Figure 1. Cell classes on the final placement (run 1).
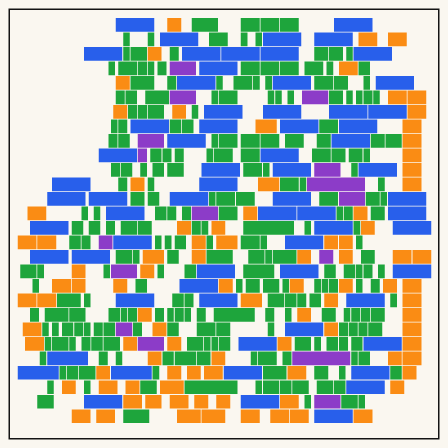
Figure 2. Sequential cells grouped by signal name (run 1).
Scale bar: 20 um.
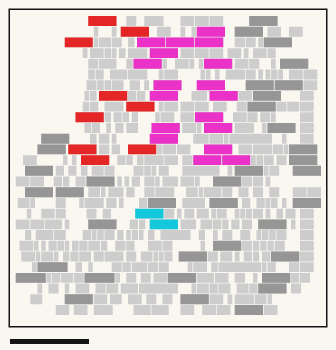
Figure 3. Metal 3 (run 1).
Scale bar: 20 um.
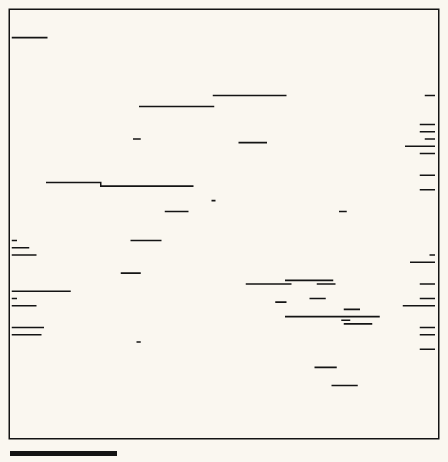
<file path="src/rtl/line_buf_ctrl_pkg.sv">
// line_buf_ctrl_pkg: shared constants and state types for the ping-pong line buffer sequencer.
package line_buf_ctrl_pkg;

  localparam int unsigned PIX_IN_ROW         = 640;
  localparam int unsigned NUMB_CHAN          = 4;
  localparam int unsigned LB_ADDR_W          = 9;
  localparam int unsigned LB_LINE_W          = 9;
  localparam int unsigned LB_LINES_PER_FRAME = 240;

  typedef enum logic [1:0] {
    W_IDLE = 2'd0,
    W_FILL = 2'd1,
    W_HOLD = 2'd2
  } wr_state_t;

  typedef enum logic {
    R_IDLE = 1'b0,
    R_RUN  = 1'b1
  } rd_state_t;

endpackage

</file>
<file path="src/rtl/line_buf_ctrl_rd_seq.sv">
// line_buf_rd_seq: read-side sequencer. Picks the waiting full bank, streams its
// addresses under RD_READY flow control and produces the output-valid and line/frame pulses.
module line_buf_rd_seq
  import line_buf_ctrl_pkg::*;
#(
  parameter int unsigned PIX_PER_LINE    = PIX_IN_ROW / NUMB_CHAN,
  parameter int unsigned LINES_PER_FRAME = LB_LINES_PER_FRAME,
  parameter int unsigned ADDR_W          = LB_ADDR_W,
  parameter int unsigned LINE_W          = LB_LINE_W
) (
  input  logic                   CLK,
  input  logic                   RESET,
  input  logic                   rd_ready,
  input  logic [1:0]             bank_full,
  input  logic [1:0][LINE_W-1:0] bank_line,
  output logic                   rd_en,
  output logic [ADDR_W-1:0]      rd_addr,
  output logic                   rd_bank,
  output logic                   data_valid,
  output logic [LINE_W-1:0]      line_idx,
  output logic                   line_done,
  output logic                   frame_done,
  output logic                   rd_free
);

  rd_state_t         rd_state;
  logic [ADDR_W-1:0] rd_cnt;
  logic              pick;

  // Strobe and address follow the registered state; the last strobe frees the bank.
  assign rd_en   = (rd_state == R_RUN) & rd_ready;
  assign rd_addr = rd_cnt;
  assign rd_free = rd_en & (rd_cnt == ADDR_W'(PIX_PER_LINE - 1));
  // At most one bank is full while idle, so a fixed preference is enough.
  assign pick    = ~bank_full[0];

  // Read FSM, address counter, one-cycle data-valid delay and line/frame pulses.
  always_ff @(posedge CLK) begin
    if (RESET) begin
      rd_state   <= R_IDLE;
      rd_cnt     <= '0;
      rd_bank    <= 1'b0;
      line_idx   <= '0;
      data_valid <= 1'b0;
      line_done  <= 1'b0;
      frame_done <= 1'b0;
    end else begin
      data_valid <= rd_en;
      line_done  <= rd_free;
      frame_done <= rd_free & (line_idx == LINE_W'(LINES_PER_FRAME - 1));
      case (rd_state)
        R_IDLE: begin
          if (|bank_full) begin
            rd_state <= R_RUN;
            rd_bank  <= pick;
            line_idx <= bank_line[pick];
            rd_cnt   <= '0;
          end
        end
        R_RUN: begin
          if (rd_free) begin
            rd_state <= R_IDLE;
            rd_cnt   <= '0;
          end else if (rd_en) begin
            rd_cnt <= rd_cnt + ADDR_W'(1);
          end
        end
        default: rd_state <= R_IDLE;
      endcase
    end
  end

endmodule

</file>
<file path="src/rtl/line_buf_ctrl.sv">
// line_buf_ctrl: per-channel ping-pong line buffer sequencer (write FSM, bank status, errors).
// Optional macro LINE_BUF_OVERRUN_CNT_EN adds the DROP_CNT overrun counter output.
module line_buf_ctrl
  import line_buf_ctrl_pkg::*;
#(
  parameter int unsigned PIX_PER_LINE    = PIX_IN_ROW / NUMB_CHAN,
  parameter int unsigned LINES_PER_FRAME = LB_LINES_PER_FRAME,
  parameter int unsigned ADDR_W          = LB_ADDR_W,
  parameter int unsigned LINE_W          = LB_LINE_W
) (
  input  logic              CLK,
  input  logic              RESET,
  input  logic              ENABLE,
  input  logic              FRAME_START,
  input  logic              LINE_START,
  input  logic              PIX_VALID,
  output logic              WR_EN,
  output logic [ADDR_W-1:0] WR_ADDR,
  output logic              WR_BANK,
  input  logic              RD_READY,
  output logic              RD_EN,
  output logic [ADDR_W-1:0] RD_ADDR,
  output logic              RD_BANK,
  output logic              DATA_VALID,
  output logic [LINE_W-1:0] LINE_IDX,
  output logic              LINE_DONE,
  output logic              FRAME_DONE,
  output logic              OVERRUN,
  output logic              SHORT_LINE,
  input  logic              CLR_ERR
`ifdef LINE_BUF_OVERRUN_CNT_EN
  ,
  output logic [7:0]        DROP_CNT
`endif
);

  wr_state_t              wr_state;
  logic [ADDR_W-1:0]      wr_cnt;
  logic [LINE_W-1:0]      wr_line;
  logic [1:0]             bank_full;
  logic [1:0][LINE_W-1:0] bank_line;
  logic                   line_start_g;
  logic                   wr_last;
  logic                   other_free;
  logic                   line_sat;
  logic                   accept;
  logic                   overrun_set;
  logic                   short_set;
  logic                   rd_free;

  // Write strobe and line-completion decision; a bank freed this cycle counts as free.
  assign line_start_g = ENABLE & LINE_START;
  assign WR_EN        = (wr_state == W_FILL) & ENABLE & PIX_VALID & ~LINE_START & ~FRAME_START;
  assign WR_ADDR      = wr_cnt;
  assign wr_last      = WR_EN & (wr_cnt == ADDR_W'(PIX_PER_LINE - 1));
  assign other_free   = ~bank_full[~WR_BANK] | (rd_free & (RD_BANK == ~WR_BANK));
  assign line_sat     = (wr_line == LINE_W'(LINES_PER_FRAME));
  assign accept       = wr_last & ~line_sat & other_free;
  assign overrun_set  = wr_last & ~line_sat & ~other_free;
  assign short_set    = (wr_state == W_FILL) & line_start_g & ~FRAME_START & (wr_cnt != '0);

  // Write FSM, pixel counter, frame line counter and write bank.
  always_ff @(posedge CLK) begin
    if (RESET) begin
      wr_state <= W_IDLE;
      wr_cnt   <= '0;
      wr_line  <= '0;
      WR_BANK  <= 1'b0;
    end else if (FRAME_START) begin
      wr_state <= W_IDLE;
      wr_cnt   <= '0;
      wr_line  <= '0;
    end else begin
      case (wr_state)
        W_IDLE, W_HOLD: begin
          if (line_start_g) begin
            wr_state <= W_FILL;
            wr_cnt   <= '0;
          end
        end
        W_FILL: begin
          if (line_start_g) begin
            wr_cnt <= '0;
          end else if (wr_last) begin
            wr_state <= W_HOLD;
            wr_cnt   <= '0;
            if (accept) begin
              WR_BANK <= ~WR_BANK;
              wr_line <= wr_line + LINE_W'(1);
            end
          end else if (WR_EN) begin
            wr_cnt <= wr_cnt + ADDR_W'(1);
          end
        end
        default: wr_state <= W_IDLE;
      endcase
    end
  end

  // Bank status: set by an accepted line, cleared by the final read strobe (never the same bank).
  always_ff @(posedge CLK) begin
    if (RESET) begin
      bank_full <= '0;
      bank_line <= '0;
    end else begin
      if (accept) begin
        bank_full[WR_BANK] <= 1'b1;
        bank_line[WR_BANK] <= wr_line;
      end
      if (rd_free) begin
        bank_full[RD_BANK] <= 1'b0;
      end
    end
  end

  // Sticky error flags; a new error wins over a same-cycle clear.
  always_ff @(posedge CLK) begin
    if (RESET) begin
      OVERRUN    <= 1'b0;
      SHORT_LINE <= 1'b0;
    end else begin
      OVERRUN    <= overrun_set | (OVERRUN & ~CLR_ERR);
      SHORT_LINE <= short_set | (SHORT_LINE & ~CLR_ERR);
    end
  end

`ifdef LINE_BUF_OVERRUN_CNT_EN
  // Saturating per-frame count of lines lost to overrun; frame start clears first.
  always_ff @(posedge CLK) begin
    if (RESET || FRAME_START) begin
      DROP_CNT <= '0;
    end else if (overrun_set && (DROP_CNT != 8'hFF)) begin
      DROP_CNT <= DROP_CNT + 8'd1;
    end
  end
`endif

  line_buf_rd_seq #(
    .PIX_PER_LINE   (PIX_PER_LINE),
    .LINES_PER_FRAME(LINES_PER_FRAME),
    .ADDR_W         (ADDR_W),
    .LINE_W         (LINE_W)
  ) u_rd_seq (
    .CLK       (CLK),
    .RESET     (RESET),
    .rd_ready  (RD_READY),
    .bank_full (bank_full),
    .bank_line (bank_line),
    .rd_en     (RD_EN),
    .rd_addr   (RD_ADDR),
    .rd_bank   (RD_BANK),
    .data_valid(DATA_VALID),
    .line_idx  (LINE_IDX),
    .line_done (LINE_DONE),
    .frame_done(FRAME_DONE),
    .rd_free   (rd_free)
  );

endmodule

</file>
<file path="config.mk">
export PLATFORM = sky130hd
export DESIGN_NAME = line_buf_ctrl
export DESIGN_NICKNAME = d
export VERILOG_FILES = /design/src/rtl/line_buf_ctrl_pkg.sv /design/src/rtl/line_buf_ctrl_rd_seq.sv /design/src/rtl/line_buf_ctrl.sv
export SDC_FILE = /design/constraint.sdc
export NUM_CORES = 1
export LEC_CHECK = 0
export CORE_MARGIN = 1
export CORE_UTILIZATION = 48
export DETAILED_ROUTE_END_ITERATION = 10
export PLACE_DENSITY = 0.73
export SLEW_MARGIN = 40
export SYNTH_ARGS = -nofsm -noshare
export SYNTH_HDL_FRONTEND = slang
export SYNTH_SLANG_ARGS = --single-unit
</file>
<file path="constraint.sdc">
create_clock -name CLK -period 2.2 [get_ports CLK]
set_clock_uncertainty 0.05 [all_clocks]
set_input_delay 0.44 -clock CLK [delete_from_list [all_inputs] [get_ports CLK]]
set_output_delay 0.44 -clock CLK [all_outputs]
set_load 0.01 [all_outputs]
</file>
==> ci_impl_report.md, run 1 <==
### Yosys + OpenROAD results

| Metric | Value |
|---|---|
| Fraction of final layout cells with drive strength greater than 1 | approximately a fifth |
| Post-synth seq share | between 40 and 50% |
| Routability congestion estimate from global placement | between 0.8 and 0.9 |
| Number of clock sinks seen by CTS | 66 |
| Grt ovf | 0 |
| Placed instance area | approximately 3700 um^2 |
| Count of TritonRoute iterations in the first routing pass | 4 |
| Count of sequential standard cells | roughly 66 |
| Failing checks | setup timing |
| Clock-pin slew on the worst setup and hold paths | 0.07 ns |
| Fraction of area in multi-input gates | 38.6% |
| Number of enable flip-flop cells | 0 |
| Crit Path Category | reg2reg |
| Non-Clock Inverter Count | 9 |
| Tap cell count | between 70 and 80 |
| Worst setup endpoint | bank_line[14] |
| Highest-utilization routing layer at the global route stage | met2 |
| Post-placement cell count | 480 |
| Hold Worst Slack | ~0.43 ns |
| Worst reg2reg setup slack | -0.16 ns |
| FF/Latch Area | around 1300 um^2 |
| End of the worst hold path | u_rd_seq.frame_done |
| Length of routed met2 wiring | roughly 3300 um |
| Master of the slowest instance on the critical path | sky130_fd_sc_hd__or4b_4 |
| Logic power comb | 71.7 uW |
| Post-route clock period utilization | 107% |
| Area occupied by multi-input gates | 1580 um^2 |
| Origin of the critical flop-to-flop path | WR_ADDR[5] |
| Number of buffers outside the clock class in the layout | 93 |
| Cells traversed along the worst timing path | or4b_4 -> or4_4 -> or4b_4 -> buf_6 -> mux2i_1 -> nor2_1 |
| Number of buffers added by the clock tree synthesis step | 9 |
| Share of power burned in combinational logic | under 10% |
| Clock buffer depth | 2 |
| Max-slew violation total from the final report | 0 |
| Most numerous cell in the Yosys netlist | sky130_fd_sc_hd__dfxtp_1 |
| Dominant logic cell type in the layout | sky130_fd_sc_hd__dfxtp_1 |
| Total setup violations reported at the end of the flow | 22 |
| Result of the run | finished with violations |
| And+or+nand+nor area frac | between 20% and 30% |
| Synth-to-Final Area Change | 38.8% |
| Number of buffers inserted by hold repair at cts | 0 |
| Latency at later pin | approximately 0.35 ns |
| Sw Pwr | 530 uW |
| Path category of the worst min-delay check | reg2reg |
| Min-delay src | u_rd_seq.line_idx[1] |
| Cell count after synthesis | roughly 330 |
| Slew at the pin closest to its max-slew limit | 0.486 ns |
| Reg-to-reg critical path endpoint | bank_line[14] |
| Sequential power | ~1200 uW |
| Core footprint | slightly below 6000 um^2 |
| Total die size | between 6000 and 7000 um^2 |
| DIE WIDTH | 80.3 um |
| Static leakage | about 0.0016 uW |
| Group drawing the most power | registers |
| Ratio of total power to cell area | a little under 600 nW/um^2 |
| Relative contribution of the clock network to total power | a little under half |
| Routed wire length on met3 | between 200 and 250 um |
| Uppermost signal routing layer after detailed routing | met4 |
| Post-DR wirelength/cell | 13.9 um |
| Sequential power share | between 40% and 50% |
| DR vias | approximately 2.7k |
| Most frequent logic cells in the routed design | 63 x sky130_fd_sc_hd__dfxtp_1, 61 x sky130_fd_sc_hd__nor2_1, 45 x sky130_fd_sc_hd__buf_4 |
| Height of the chip | roughly 80 um |
| PnR worst setup slack | -0.162 ns |
| Global-route usage over all layers | a little under a quarter |
| Dominant Register Cell | sky130_fd_sc_hd__dfxtp_1 |
| Post-synthesis cell area | slightly below 3000 um^2 |
| PnR Total Power | about 2400 uW |
| ANT cells | 0 |
| Placed wire-length estimate | 4730 um |
| Final standard cell count with taps included and fillers excluded | between 400 and 500 |
| Sort of element at the start of the critical path | flop |
| Arrival time of data at the critical path endpoint | approximately 2.6 ns |
| Detailed Route Iter0 Violations | roughly 120 |
| Cell with the most instances on the worst path | sky130_fd_sc_hd__or4b_4 |
| Layout buffering overhead excluding clock cells | between 20% and 30% |
| Share of Yosys cell area claimed by the top area cell type | between 40% and 50% |
| CTS tree | yes |
| Met1 capacity usage during global routing | 27.1% |
| Antenna violation net count after detailed routing | 0 |
| Mux share of post-synthesis cell area | under 10% |
| Clock root buffer | sky130_fd_sc_hd__clkbuf_8 |
| Number of max-cap violations | 0 |
| Largest area contributor in the synthesized netlist | sky130_fd_sc_hd__dfxtp_1 |
| Instance count on the critical path | 6 |
| Power Internal | 1900 uW |
| Met3 routing resource usage after global routing | 4.20% |
About Figure 1:
Key: orange = other buffers and delay cells [cells 93]; green = all other logic [cells 249]; purple = clock drivers and dummy loads [cells 16]; blue = flip-flops [cells 66]

About Figure 2:
Key: cyan = `wr_state` [sequential cells 2]; magenta = `bank_line` [sequential cells 18]; red = `wr_line` [sequential cells 9]
Another 37 sequential cells are not colored.

About Figure 3:
The longest straight run is 17.5 um. The wires run mostly horizontal. The layer carries 222 um of wire. The layer holds 3.2% of the routed length.

Figure 4. Cell density map (run 1).
The die is cut into 8 by 8 equal tiles; white is low, dark blue is high, 0 to 100% covered.
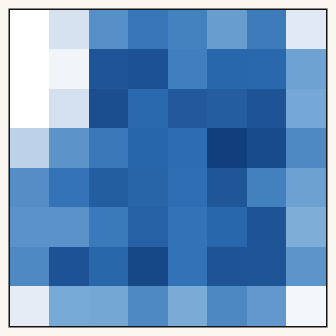

## Run 2: what changed since run 1
--- a/config.mk
+++ b/config.mk
@@ -5,8 +5,9 @@
 export SDC_FILE = /design/constraint.sdc
 export NUM_CORES = 1
 export LEC_CHECK = 0
-export CORE_MARGIN = 1
-export CORE_UTILIZATION = 48
+export ABC_AREA = 1
+export CORE_UTILIZATION = 49
+export CTS_BUF_LIST = sky130_fd_sc_hd__clkbuf_16
 export DETAILED_ROUTE_END_ITERATION = 10
 export PLACE_DENSITY = 0.73
 export SLEW_MARGIN = 40
Figure 5. Cell density map (run 2).
The die is cut into 8 by 8 equal tiles; white is low, dark blue is high, 0 to 100% covered.
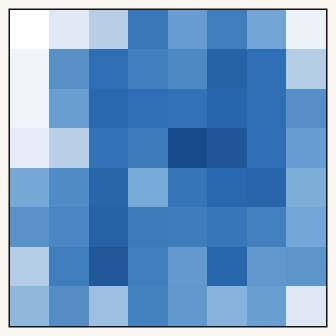
The emptiest ninth of the die: upper left. 1.6% of the tiles are nearly empty. The fullest tile reaches 89%. The mean over all tiles is 58%. 20% of the tiles are over 75% full.

==> run 2 against run 1 <==
Effect of this change: the flow now finishes without violations; worst hold slack got worse by 0.0060 ns; clock power increased by 22%; combinational power is 15% lower; core utilization fell by 5.0 points; setup slack gained 0.27 ns; cell count rose by 21%; fmax up 13%; synthesized area rose by 8.4%; wire length up 2.0%; first-iteration DRC count up 62%; flip-flop count did not move; critical endpoint is now RD_EN; highest routed layer unchanged.
==> ci_impl_report.md, run 2 <==
### Yosys + OpenROAD results

| Metric | Value |
|---|---|
| Group drawing the most power | clock |
| Clock buffer depth | 2 |
| Non-Clock Inverter Count | about 64 |
| Clock-pin slew on the worst setup and hold paths | approximately 0.05 ns |
| Count of TritonRoute iterations in the first routing pass | 4 |
| Static leakage | approximately 0.0017 uW |
| Port Buffers | around 43 |
| Avg Vias per Cell | a little under 5 |
| Dominant logic cell type in the layout | sky130_fd_sc_hd__nand2_1 |
| Tap cell count | between 70 and 80 |
| Hold Worst Slack | around 0.42 ns |
| Level count of the clock H-tree | 3 |
| Crit Path Category | in2out |
| Met1 capacity usage during global routing | between 20% and 30% |
| Most frequent logic cells in the routed design | 121 x sky130_fd_sc_hd__nand2_1, 78 x sky130_fd_sc_hd__nor2_1, 66 x sky130_fd_sc_hd__dfxtp_1 |
| Origin of the critical flop-to-flop path | u_rd_seq.rd_addr[0] |
| Antenna violation net count after detailed routing | 0 |
| Post-placement cell count | between 500 and 600 |
| Min Tclk post-route | about 2.1 ns |
| Post-synth seq share | roughly two fifths |
| ANT cells | 0 |
| Share of power burned in combinational logic | under 10% |
| Met3 routing resource usage after global routing | under 10% |
| Logic family by area | simple AND/OR/NAND/NOR gates |
| Worst setup endpoint | RD_EN |
| Number of max-cap violations | 0 |
| Detailed Route Iter0 Violations | 194 |
| Number of buffers inserted by hold repair at cts | 0 |
| Power Internal | 2090 uW |
| Synth-to-Final Area Change | 26.7% |
| Length of routed met2 wiring | between 3000 and 4000 um |
| Max-slew violation total from the final report | 0 |
| Sort of element at the start of the critical path | input port |
| Routability congestion estimate from global placement | ~0.84 |
| Largest area contributor in the synthesized netlist | sky130_fd_sc_hd__dfxtp_1 |
| Placed wire-length estimate | between 4000 and 5000 um |
| CTS tree | yes |
| Height of the chip | 82.7 um |
| PnR worst setup slack | ~0.11 ns |
| Core footprint | about 6300 um^2 |
| Cell count after synthesis | 469 |
| Latency at later pin | about 0.33 ns |
| Reported clock group power | roughly 1400 uW |
| Fraction of final layout cells with drive strength greater than 1 | 9.30% |
| Most numerous cell in the Yosys netlist | sky130_fd_sc_hd__nand2_1 |
| Final standard cell count with taps included and fillers excluded | between 600 and 700 |
| Placed instance area | between 3000 and 4000 um^2 |
| Count of sequential standard cells | 66 |
| Layout buffering overhead excluding clock cells | around an eighth |
| Sequential power | approximately 1200 uW |
| Post-synthesis cell area | 3190 um^2 |
| DIE WIDTH | 82.7 um |
| Total setup violations reported at the end of the flow | 0 |
| Arrival time of data at the critical path endpoint | 1.60 ns |
| Number of enable flip-flop cells | 0 |
| Dominant Register Cell | sky130_fd_sc_hd__dfxtp_1 |
| Highest-utilization routing layer at the global route stage | met2 |
| Unrepaired setup endpoints after global routing | no |
| Number of buffers outside the clock class in the layout | roughly 56 |
| Clock root buffer | sky130_fd_sc_hd__clkbuf_16 |
| Grt ovf | 0 |
| Area occupied by multi-input gates | between 1500 and 2000 um^2 |
| Number of buffers added by the clock tree synthesis step | 9 |
| Reg-to-reg critical path endpoint | bank_line[17] |
| Fraction of area in multi-input gates | between 30% and 40% |
| Cells traversed along the worst timing path | clkdlybuf4s50_1 -> nand2_1 -> inv_1 -> clkdlybuf4s50_1 |
| Slew at the pin closest to its max-slew limit | between 0.4 and 0.5 ns |
| Cell with the most instances on the worst path | sky130_fd_sc_hd__clkdlybuf4s50_1 |
| Min-delay src | bank_line[0] |
| Post-route clock period utilization | around 95% |
| Result of the run | complete, no violations |
| Post-DR wirelength/cell | around 12 um |
| PnR Total Power | between 2000 and 3000 uW |
| Relative contribution of the clock network to total power | 52.9% |
| Routed wire length on met3 | around 220 um |
| Worst reg2reg setup slack | about 0.36 ns |
| Uppermost signal routing layer after detailed routing | met4 |
| Global-route usage over all layers | 22.8% |
| End of the worst hold path | u_rd_seq.line_idx[0] |
| DR vias | between 2k and 3k |
| Share of Yosys cell area claimed by the top area cell type | between 40% and 50% |
| Total die size | 6840 um^2 |
| Logic power comb | between 60 and 70 uW |
| Sequential power share | about 45% |
| And+or+nand+nor area frac | about a third |
| Sw Pwr | ~580 uW |
| Master of the slowest instance on the critical path | sky130_fd_sc_hd__clkdlybuf4s50_1 |
| Mux share of post-synthesis cell area | 0% |
| FF/Latch Area | about 1300 um^2 |
| Max Freq | about 0.48 GHz |
| Instance count on the critical path | 4 |
| Via count of the first global-routing pass | 2734 |
| Ratio of total power to cell area | between 600 and 700 nW/um^2 |
| Path category of the worst min-delay check | reg2reg |
No activity file was given, so power comes from the tool's default toggle rates.
